**Run 1: metal 2**

(6 px per um)
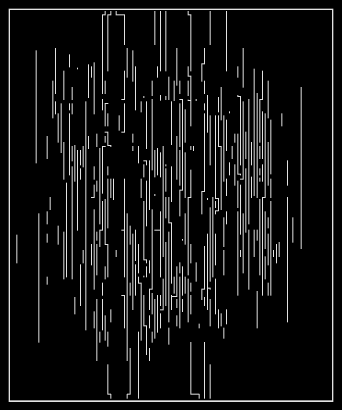
**Run 1: register map, names as in the netlist**

(6 px per um)
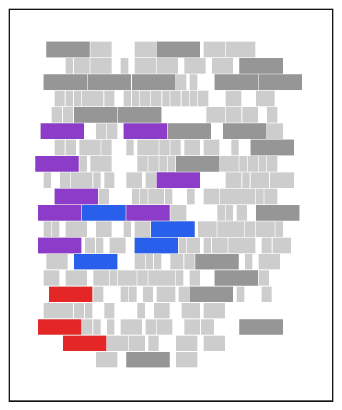
**Run 1: cells by drive strength**

(8 px per um)
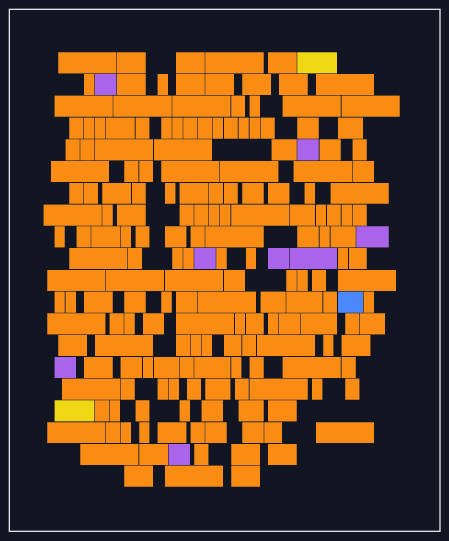
**Run 1: layout detail**

Window x 14 to 39, y 20 to 45 um. Cells in gray, sequential cells in the stronger gray; small squares are vias.
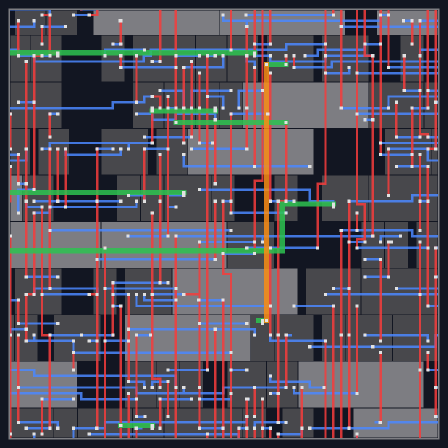
Design truth_table_extractor, sky130hd; sources not shown.
==> results.txt, run 1 <==
Figures from the implementation reports.

- The starting DRC count in detailed routing reads 27.
- The clock transition at the registers of the reported paths reads 110 ps.
- The yosys-reported design area after synthesis is 1511 um2.
- The total routing resource utilization after global routing is 21.34%.
- The half-perimeter wire length of the detailed placement result reads 2179 um.
- The worst setup path is captured at a primary output.
- The post-synthesis adder-cell area fraction is 2.483%.
- Before placement the cells fill 61.63% of the core.
- The number of rows in the core area is 20.
- The count of hold buffers inserted by post-cts repair is 0.
- Of the total synthesized cell area, the portion taken by AND-OR and OR-AND cells is 14.74%.
- The number of unique standard cell types used by synthesis reads 35.
- The share of synthesized area in the top cell type comes to 46.36%.
- The proportion of layout cells with a drive suffix above 1 reads 5.759%.
- Counting every instance in the synthesized netlist gives 177.
- The clock buffer count from CTS reads 5.
- The slack of the worst reg-to-reg path is 1890 ps.
- The clock H-tree reported by CTS has 2 levels.
- The summed negative setup slack over all endpoints reads 0 ps.
- In the routed layout, each cell is associated on average with a via count of 5.674.
- The wire length per cell after detailed routing is 13.46 um.
- The post-synth design cell area reads 1511 um2.
- The synthesized design contains 0 enable-type register cells.
- For reference, the final report shows the max-slew violation count at 0.
- The number of fill cells is 211.
- The sequential share of the synthesized area is 46.36%.
- The number of standard cells reported by yosys is 177.
- The total number of yosys warnings is 0.
- After its last routability iteration, the placer logged a weighted congestion of 0.8049.
- Entering global routing, the biggest net connects 20 pins.
- The run finished with clean final reports.
- The final setup violation count is 0.
- The initial antenna violation count is 0.
- Looking at area per cell type in the netlist, the leader is dfxtp_1.
- The cell type of the slowest stage on the worst timing path reads clkdlybuf4s50_1.
- The maximum resistive drop on vdd reads 0.2748 mV.
- The synthesis-stage register bit count is 35.
About 'metal 2':
share of all routed wire = 53%
longest straight run = 38.1 um
global-route met2 utilization: 36.97%
DRT Wirelength: 3016 um
Via Count: 1271

About 'register map, names as in the netlist':
blue -> `r_row`  # placed flops 4
purple -> `r_shadow`  # placed flops 8, where west
red -> `dut_in`  # placed flops 3
not colored = 20
power drawn by the sequential cells: 0.399 mW
post-layout utilization of the core: 70.97%

About 'cells by drive strength':
purple -> x3 and x4  # cells 8
blue -> x2  # cells 1
yellow -> x6 and larger  # cells 2
orange -> x1 and smaller  # cells 180
cell area after layout: 1740 um2
setup ws final: 1787 ps
count of buffers not belonging to the clock network in the layout: 17
Syn-to-layout area delta: 15.15%

About 'layout detail':
orange -> M4
red -> M2
blue -> M1
green -> M3
cells with their middle in the window = 69
sequential cells in the window = 11
most frequent = dfxtp_1 (11), nand2_1 (9), nor2_1 (9)

run 1: per-stage QoR:
| step | utilization, % | worst slack, ps |
|---|---|---|
| after detailed placement | 68.16 | 1703 |
| after CTS | 70.97 | 1780 |
| after global placement | 68.16 | 1768 |
| after floorplan | - | 2119 |
| final | 70.97 | 1787 |
| after global routing | 70.97 | 1722 |
run 1: final cells by class:
class | instances | area (um2) | share of cell area [%]
timing repair buffer | 17 | 167.7 | 9.633
clock buffer | 8 | 68.82 | 3.954
multi-input combinational | 127 | 747.0 | 42.92
tap | 33 | 41.29 | 2.372
inverter | 4 | 15.01 | 0.8627
sequential | 35 | 700.7 | 40.26
run 1: report_power, final:
| group | internal (mW) | switching (mW) | total, mW |
|---|---|---|---|
| clock | 0.109 | 0.118 | 0.227 |
| sequential | 0.379 | 0.0199 | 0.399 |
| combinational | 0.0426 | 0.0612 | 0.104 |
run 1: layout by cell type, fill, tap and decap left out, types with 2 or more instances in the layout:
cell type	Yosys	routed
a211oi_1	2	2
a21oi_1	22	22
inv_1	4	4
nand2_1	23	23
mux2i_1	6	6
o211ai_1	3	3
nor3b_1	3	3
clkdlybuf4s50_1	0	16
xor2_1	5	5
dfxtp_1	35	35
nand3b_1	4	4
ha_1	3	3
o21ai_0	5	5
nand3_1	13	13
nor2_1	18	18
clkbuf_4	0	5
clkbuf_8	0	2
nor3_1	3	3
run 1: metal layers:
metal	global-route usage, %	part of all wire [%]	routed length (um)	vias to the layer above
met1	20.40	40	1215	602
met4	9.585	2.3	70	0
li1	-	-	-	637
met3	7.586	4.1	124	8
met2	36.97	53	1607	24
met5	-	0	0	-
==> run 2: changes to the inputs <==
--- a/config.mk
+++ b/config.mk
@@ -8,10 +8,10 @@
 export ABC_AREA = 0
 export CORE_ASPECT_RATIO = 1.25
 export CORE_MARGIN = 4
-export CORE_UTILIZATION = 58
+export CORE_UTILIZATION = 49
 export DETAILED_ROUTE_END_ITERATION = 8
 export MAX_ROUTING_LAYER = met4
-export PLACE_DENSITY = 0.9
+export PLACE_DENSITY = 0.82
 export SLEW_MARGIN = 0
 export SYNTH_ARGS = -nofsm -noshare
 export SYNTH_HDL_FRONTEND = slang
==> constraint.sdc (replaced) <==
create_clock -name clk -period 1.8 [get_ports clk]
set_input_delay 0.36 -clock clk [delete_from_list [all_inputs] [get_ports clk]]
set_output_delay 0.36 -clock clk [all_outputs]
set_load 0.01 [all_outputs]
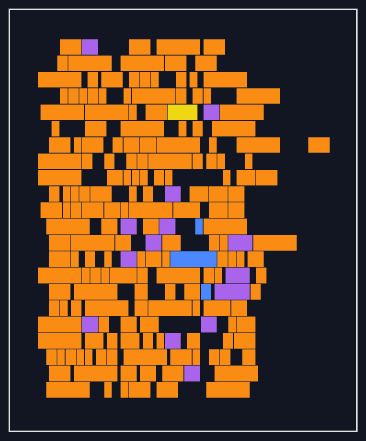
**Above:** run 2 (cells by drive strength).
(6 px per um)
purple -> x3 and x4  # cells 14
blue -> x2  # cells 3
orange -> x1 and smaller  # cells 177
yellow -> x6 and larger  # cells 1
count of buffers not belonging to the clock network in the layout: 22
setup ws final: 88.50 ps

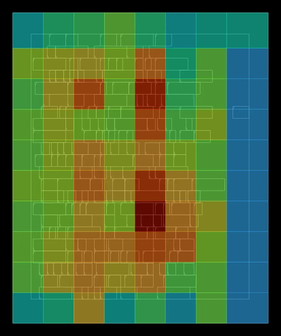
**Above:** run 2 (track usage over the die).
global-route met2 utilization: 30.15%
most heavily used metal layer in global routing: met2

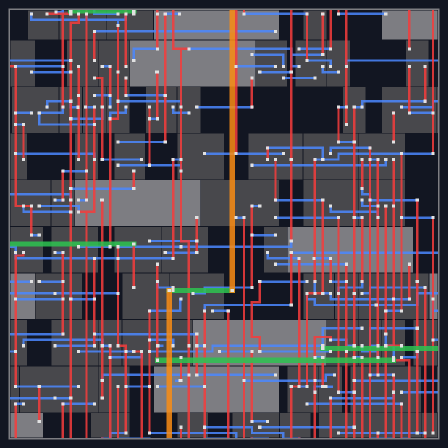
**Above:** run 2 (layout detail).
Window x 16 to 41, y 23 to 48 um. Cells in gray, sequential cells in the stronger gray; small squares are vias.
blue -> M1
green -> M3
red -> M2
orange -> M4
most frequent = nor2_1 (9), nand2_1 (7)
cells with their middle in the window = 67
sequential cells in the window = 6

==> run 2 against run 1 <==
Die area grew 16%. Via count shrank 0.55%. Routed wire length shrank 1.6%. Critical path depth grew 5. Sequential power grew 110%. Cell count grew 3.1%. Combinational power grew to 2.5 times the previous value. Highest routed layer unchanged. Worst hold slack lost 1.7 ps. Clock skew shrank 12 ps. Global-route usage shrank 3.8 points.
==> results.txt, run 2 <==
Figures from the implementation reports.

- The gate count of the mapped netlist reads 177 (unchanged).
- The synthesis-to-layout area growth reads 17.30% (was 15.15%).
- Highest-count cells in the layout ignoring fill and taps: dfxtp_1 (34), nand2_1 (23), a21oi_1 (22), nor2_1 (18), clkdlybuf4s50_1 (16) (was dfxtp_1 (35), nand2_1 (23), a21oi_1 (22), nor2_1 (18), clkdlybuf4s50_1 (16)).
- The final routed wirelength across all metal layers reads 2968 um (was 3016 um).
- The final setup violation count is 0 (unchanged).
- Status: complete, no violations (unchanged).
- The total number of yosys warnings came to 0 (unchanged).
- The half-perimeter wire length of the detailed placement result came to 2165 um (was 2179 um).
- The largest net degree at the start of global routing is 29 (was 20).
- The pre-CTS setup slack is 33.55 ps (was 1703 ps).
- The peak fanout along the critical path reads 8 (was 3).
- The summed negative setup slack over all endpoints is 0 ps (unchanged).
- The post-synth design cell area came to 1511 um2 (unchanged).
- The height of the die reads 70.10 um (was 65.08 um).
- The routing usage on met1 reads 17.51% (was 20.40%).
- The startpoint type of the worst setup path is a flop (unchanged).
- The iteration count of the initial detailed-routing pass is 5 (was 4).
- The synthesis-stage register bit count reads 35 (unchanged).
- The initial antenna violation count is 0 (unchanged).
- The starting DRC count in detailed routing reads 31 (was 27).
- The total number of vias is 1264 (was 1271).
- The wire length of the first global-routing pass reads 5361 um (was 5285 um).
- The count of library flops with an enable pin was 0 (unchanged).
- The maximum resistive drop on vdd is 0.6894 mV (was 0.2748 mV).
- The total count of max-transition violations in the final report is 0 (unchanged).
- The final weighted congestion in routability-driven placement is 0.8240 (was 0.8049).
- The number of vias per cell is 5.472 (was 5.674).
- The number of standard cells reported by yosys came to 177 (unchanged).
- The proportion of layout cells with a drive suffix above 1 is 9.231% (was 5.759%).
- The number of fill cells is 255 (was 211).
- The CTS H-tree depth reads 2 (unchanged).
- The number of rows in the core area is 22 (was 20).
- The data arrival time of the critical path reads 1980 ps (was 1250 ps).
- The number of unique standard cell types used by synthesis came to 35 (unchanged).
- The slack of the worst reg-to-reg path came to 90 ps (was 1890 ps).
- The wire length per cell after detailed routing reads 12.85 um (was 13.46 um).
- The dominant cell type by area after synthesis is dfxtp_1 (unchanged).
- The sequential share of the synthesized area is 46.36% (unchanged).
- The clock buffer count from CTS reads 5 (unchanged).
- The critical path capture point type reads a flop (was primary output).
- The antenna diode instance count is 0 (unchanged).
- The total routing resource utilization after global routing is 17.59% (was 21.34%).
- The effective utilization at floorplan came to 51.32% (was 61.63%).
- The clock transition at the registers of the reported paths reads 100 ps (was 110 ps).
- The global-route met3 utilization is 5.730% (was 7.586%).
- The yosys-reported design area after synthesis reads 1511 um2 (unchanged).
- The area share of the largest cell type after synthesis was 46.36% (unchanged).
- The most numerous logic cell after layout is dfxtp_1 (unchanged).
- The count of hold buffers inserted by post-cts repair reads 0 (unchanged).
- The leakage power summed over all cells reads 0.6381 nW (was 0.6162 nW).
## run 2: cell counts after synthesis
Identical to the previous run, type by type.
## run 2: through the flow
stage,std cells,power [mW],instance area [um2],util (%)
floorplan,177,1.030,1511,-
global placement,224,1.081,1713,58.16
detailed placement,224,1.098,1713,58.16
CTS,231,1.523,1769,60.07
global route,231,1.596,1773,60.20
finish,231,1.514,1773,60.20
## run 2: cell families after synthesis
logic type | share of synthesized area [%]
adders and majority gates | 2.484
and+or+nand+nor | 24.75
buffers and inverters | 4.221
muxes | 3.974
AOI/OAI and AO/OA | 14.74
xor gates and xnor gates | 3.477
DFF | 46.36
## run 2: worst max-delay path: stages (launching register included)
cell and delay, ps:
dfxtp_1 360, inv_2 70, ha_1 200, or3b_4 270
o21ai_4 90, or4b_1 510, a21oi_1 140
## run 2: power by group
group	internal, mW	switching, mW
Combinational	0.109	0.154
Clock	0.181	0.245
Sequential	0.801	0.0231
Total	1.09	0.423
## run 2: cell type report
class                   count  area (um2)  share of cell area (%)
clock buffers               6       51.30                   2.893
multi-input cells         127       749.5                   42.27
clock inverters             1       5.005                  0.2823
well taps                  36       45.04                   2.541
inverters                   4       15.01                  0.8469
flip-flops and latches     35       701.9                   39.59
repair buffers             22       205.2                   11.57
## run 2: routing by layer
layer / vias up / routed length (um)
li1: 649 / -
met1: 581 / 1198
met2: 27 / 1553
met3: 7 / 145
met4: 0 / 71
met5: - / 0
Power and IR drop assume default switching activity.
